### src/rtl/vid_pkg.sv
// Shared types and beat-field helpers for the video stream checker.
// Symbol 0 of each beat arrives first in data[7:0].
package vid_pkg;

  localparam int PIXEL_W = 24;
  localparam int SYM_W   = 8;

  typedef enum logic [3:0] {
    PKT_VIDEO = 4'h0,
    PKT_CTRL  = 4'hF
  } pkt_type_e;

  typedef enum logic [1:0] {
    ST_IDLE,
    ST_CTRL,
    ST_VIDEO,
    ST_DRAIN
  } rx_state_e;

  // Low nibble of each of the three symbols, symbol 0 in the top bits.
  function automatic logic [11:0] beat_nibbles(
    input logic [PIXEL_W-1:0] d
  );
    return {d[3:0], d[SYM_W+3:SYM_W], d[2*SYM_W+3:2*SYM_W]};
  endfunction

endpackage

### src/rtl/vid_ctrl_decoder.sv
// Assembles control packet payload nibbles into shadow
// width/height/interlace registers, committed at EOP.
module vid_ctrl_decoder
  import vid_pkg::*;
#(
  parameter int DIM_W = 16
) (
  input  logic             clock,
  input  logic             reset,
  input  logic             start,
  input  logic             beat,
  input  logic             last,
  input  logic [11:0]      nib,
  output logic [DIM_W-1:0] width,
  output logic [DIM_W-1:0] height,
  output logic [3:0]       interlace,
  output logic             seen,
  output logic             err
);

  logic [1:0]  cnt_q, cnt_d;
  logic [15:0] tw_q, tw_d;
  logic [15:0] th_q, th_d;
  logic [3:0]  til_q, til_d;
  logic        commit;

  always_comb begin
    cnt_d = cnt_q;
    tw_d  = tw_q;
    th_d  = th_q;
    til_d = til_q;
    if (start) begin
      cnt_d = 2'd0;
    end else if (beat && cnt_q != 2'd3) begin
      cnt_d = cnt_q + 2'd1;
      case (cnt_q)
        2'd0: tw_d[15:4] = nib;
        2'd1: begin
          tw_d[3:0]  = nib[11:8];
          th_d[15:8] = nib[7:0];
        end
        default: begin
          th_d[7:0] = nib[11:4];
          til_d     = nib[3:0];
        end
      endcase
    end
    commit = last && cnt_d == 2'd3
          && tw_d != 16'd0 && th_d != 16'd0;
  end

  always_ff @(posedge clock or posedge reset) begin
    if (reset) begin
      cnt_q     <= '0;
      tw_q      <= '0;
      th_q      <= '0;
      til_q     <= '0;
      width     <= '0;
      height    <= '0;
      interlace <= '0;
      seen      <= 1'b0;
      err       <= 1'b0;
    end else begin
      cnt_q <= cnt_d;
      tw_q  <= tw_d;
      th_q  <= th_d;
      til_q <= til_d;
      err   <= last && !commit;
      if (commit) begin
        width     <= DIM_W'(tw_d);
        height    <= DIM_W'(th_d);
        interlace <= til_d;
        seen      <= 1'b1;
      end
    end
  end

endmodule

### config.mk
export PLATFORM = sky130hd
export DESIGN_NAME = vid_ctrl_decoder
export DESIGN_NICKNAME = d
export VERILOG_FILES = /design/src/rtl/vid_pkg.sv /design/src/rtl/vid_ctrl_decoder.sv
export SDC_FILE = /design/constraint.sdc
export NUM_CORES = 1
export LEC_CHECK = 0
export ABC_AREA = 1
export CORE_MARGIN = 8
export CORE_UTILIZATION = 39
export CTS_CLUSTER_DIAMETER = 80
export CTS_CLUSTER_SIZE = 12
export DETAILED_ROUTE_END_ITERATION = 6
export GPL_TIMING_DRIVEN = 0
export MAX_ROUTING_LAYER = met4
export SLEW_MARGIN = 20
export SYNTH_ARGS = -nofsm -noshare
export SYNTH_HDL_FRONTEND = slang
export SYNTH_SLANG_ARGS = --single-unit
### constraint.sdc
create_clock -name clock -period 3.6 [get_ports clock]
set_input_delay 0.72 -clock clock [delete_from_list [all_inputs] [get_ports clock]]
set_output_delay 0.72 -clock clock [all_outputs]
set_load 0.01 [all_outputs]
==> images/pinout.png <==
Pins as bars across the die edge, other pins in gray.
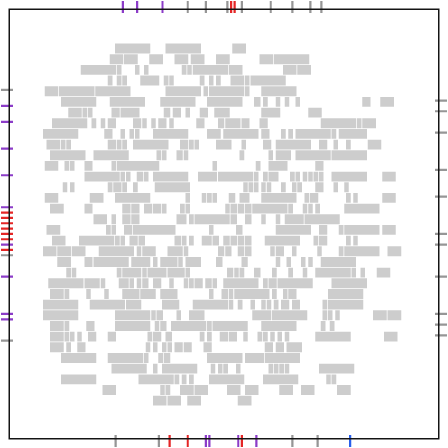
legend:
  red:
    port: nib
    pins: 12
    direction: input
    edge: 7 left, 3 bottom, 2 top
  blue:
    port: seen
    pins: 1
    direction: output
    edge: bottom
  purple:
    port: height
    pins: 16
    direction: output
    edge: 9 left, 4 bottom, 3 top
all pins by edge: 19 left, 13 top, 12 bottom, 11 right

==> images/layers.png <==
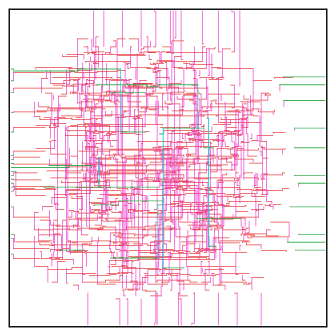
legend:
  green:
    layer: M3
    wire_length: 407 um
  red:
    layer: M1
    wire_length: 3970 um
  magenta:
    layer: M2
    wire_length: 3880 um
  cyan:
    layer: M4
    wire_length: 158 um

## through the flow
stage / instance area (sq um) / setup WS, ps
finish: 4300 / 789
global route: 4300 / 558
CTS: 4300 / 764
detailed placement: 4080 / 403
global placement: 4060 / -350
floorplan: 3380 / 942
## flip-flops by register name, summed over array words and instances (netlist names)
| register | flops |
|---|---|
| th_q | 16 |
| seen | 1 |
| til_q | 4 |
| tw_q | 16 |
| width | 16 |
| cnt_q | 2 |
| height | 16 |
| err | 1 |
| interlace | 4 |
## routing by layer
layer,track usage,up-vias
met5,-,-
met4,0.0567,0
met3,0.0408,14
met2,0.239,57
met1,0.194,1288
li1,-,1380
## critical path, delay by kind of cell
family | cells | cell delay, ps
AND/OR/NAND/NOR | 7 | 1060
buffers and inverters | 5 | 1310
==> flow_summary_export.csv <==
group,metric,value,unit
routing,drt_wl_total,8.41,mm
cells_and_area,n_clock_buffer,11,
min_path,hold_end,"seen",
timing,relSlewSlack,0.658,
synth,ys_sh_mux,0.00666,
timing,hold_viol,0,
worst_setup_path,critical_path.max_stage_delay,450,ps
clocking,cts-root-buf,"clkbuf_8",
synth,syn_nets,406,
timing,holdWs,466,ps
die,fp.dieW,109,um
routing,drtIter0Drc,102,
synth,edf_count,0,
power,p_total,2830,uW
cells_and_area,fin_util,0.503,
synth,synth.cellmix.simpleShare,0.343,
synth,synthFlopType,"dfrtp_1",
cells_and_area,area_delta_synth_final,27.3,%
worst_setup_path,start_kind,"input port",
cells_and_area,seqAreaFraction,0.442,
power,power-top-group,"registers",
die,core,8550,sq um
power,powerSeq,1230,uW
routing,routed-wl-met3,406,um
routing,wire_per_inst,15.0,um
power,pwr-share-clk,0.260,
placed_design,hpwl,6.28,mm
cells_and_area,antenna_cells,0,
timing,setup_viol,0,
cells_and_area,clk_share,0.0520,
routing,route.detailed.vias_per_inst,4.87,
synth,aoi_share,0.00740,
die,ios,55,
synth,area_leaders,"dfrtp_1 56%, nand2_1 17%, nand4_1 8.1%",
cells_and_area,logic_area,1270,sq um
clocking,cts_max_level,3,
worst_setup_path,required,3890,ps
synth,synth_top_area_share,0.563,
cells_and_area,logic_gates,263,
clocking,cts.sinks,76,
worst_setup_path,cp-endpoint,"interlace[2]",
cells_and_area,buf_share,0.158,
routing,maxUsedRoutingLayer,"met4",
worst_setup_path,reg2reg_to,"interlace[2]",
timing,grt_setup_unrepaired,"false",
synth,syn_area,3380,sq um
timing,period_used_share,0.781,
timing,worst_pin_slew,514,ps
routing,antenna_left,0,
power,p_sw,857,uW
worst_setup_path,cp_max_fo,10,
timing,slew_violations,0,
clocking,clk_pin_slew_worst_paths,80,ps
routing,via_count,2739,
cells_and_area,comb_share,0.295,
synth,ys_area,3380,sq um
clocking,cts_resized,0,
timing,setup_tns,0,ps
timing,skew,8.88,ps
min_path,hold_class,"reg -> reg",
worst_setup_path,r2r_cells,11,
cells_and_area,n_all_buffers,76,
power,switching_share,0.303,
routing,drc,0,
synth,adder_share,0.0185,
synth,yosysCellCount,384,
global_route,grt_pass1_vias,2806,
cells_and_area,seq_cells,76,
power,power_density,657,nW/um^2
run,maxCapViolCount,0,
clocking,cts-buffers-inserted,9,
synth,top_logic_kind,"simple AND/OR/NAND/NOR gates",
clocking,clockBufferDepth,2,
global_route,antenna_found_initial,0,
power,power.share.sequential,0.436,
synth,ys_async_sr_fraction,1.00,
timing,fin_crit,2810,ps
worst_setup_path,cp_slowest_cell,"clkdlybuf4s50_1",
global_route,grt_pass1_wl,13.8,mm
clocking,clkLatencyLatePin,350,ps
cells_and_area,inv_count,24,
timing,fmax,0.356,GHz
global_route,grt-ovfl-total,0,
synth,yosysUniqueCellTypes,22,
cells_and_area,finalNonFillerCells,562,
synth,yosysWarnings,0,
placed_design,place.gp.congestion,0.875,
run,tool_warnings,30,
clocking,post_cts_buffers,0,
global_route,track_usage,0.156,
synth,synth_cells,384,
cells_and_area,nets,472,
die,num_rows,34,
clocking,cts_tree,"yes",
worst_setup_path,cp-end-kind,"register",
power,pg_comb,859,uW
clocking,cts_hold_buffers,0,
synth,synth_flop_count,76,
cells_and_area,final_layout_top_logic_cells,"149 x nand2_1, 76 x dfrtp_1, 54 x clkdlybuf4s50_1",
placed_design,dp.cells,547,
die,taps,108,
power,comb_power_share,0.304,
cells_and_area,seqCellArea,1900,sq um
synth,yosysSeqAreaShare,0.563,
outcome,outcome,"complete, no violations",
global_route,grt_max_degree,44,
worst_setup_path,arrival,3100,ps
synth,synth.avg_cell_area,8.80,sq um
die,die-area,11900,sq um
die,die-height,109,um
routing,dr_wl_met2,3.88,mm
power,p_int,1970,uW
Power figures rest on the tool's default switching activity, not on a simulated workload.
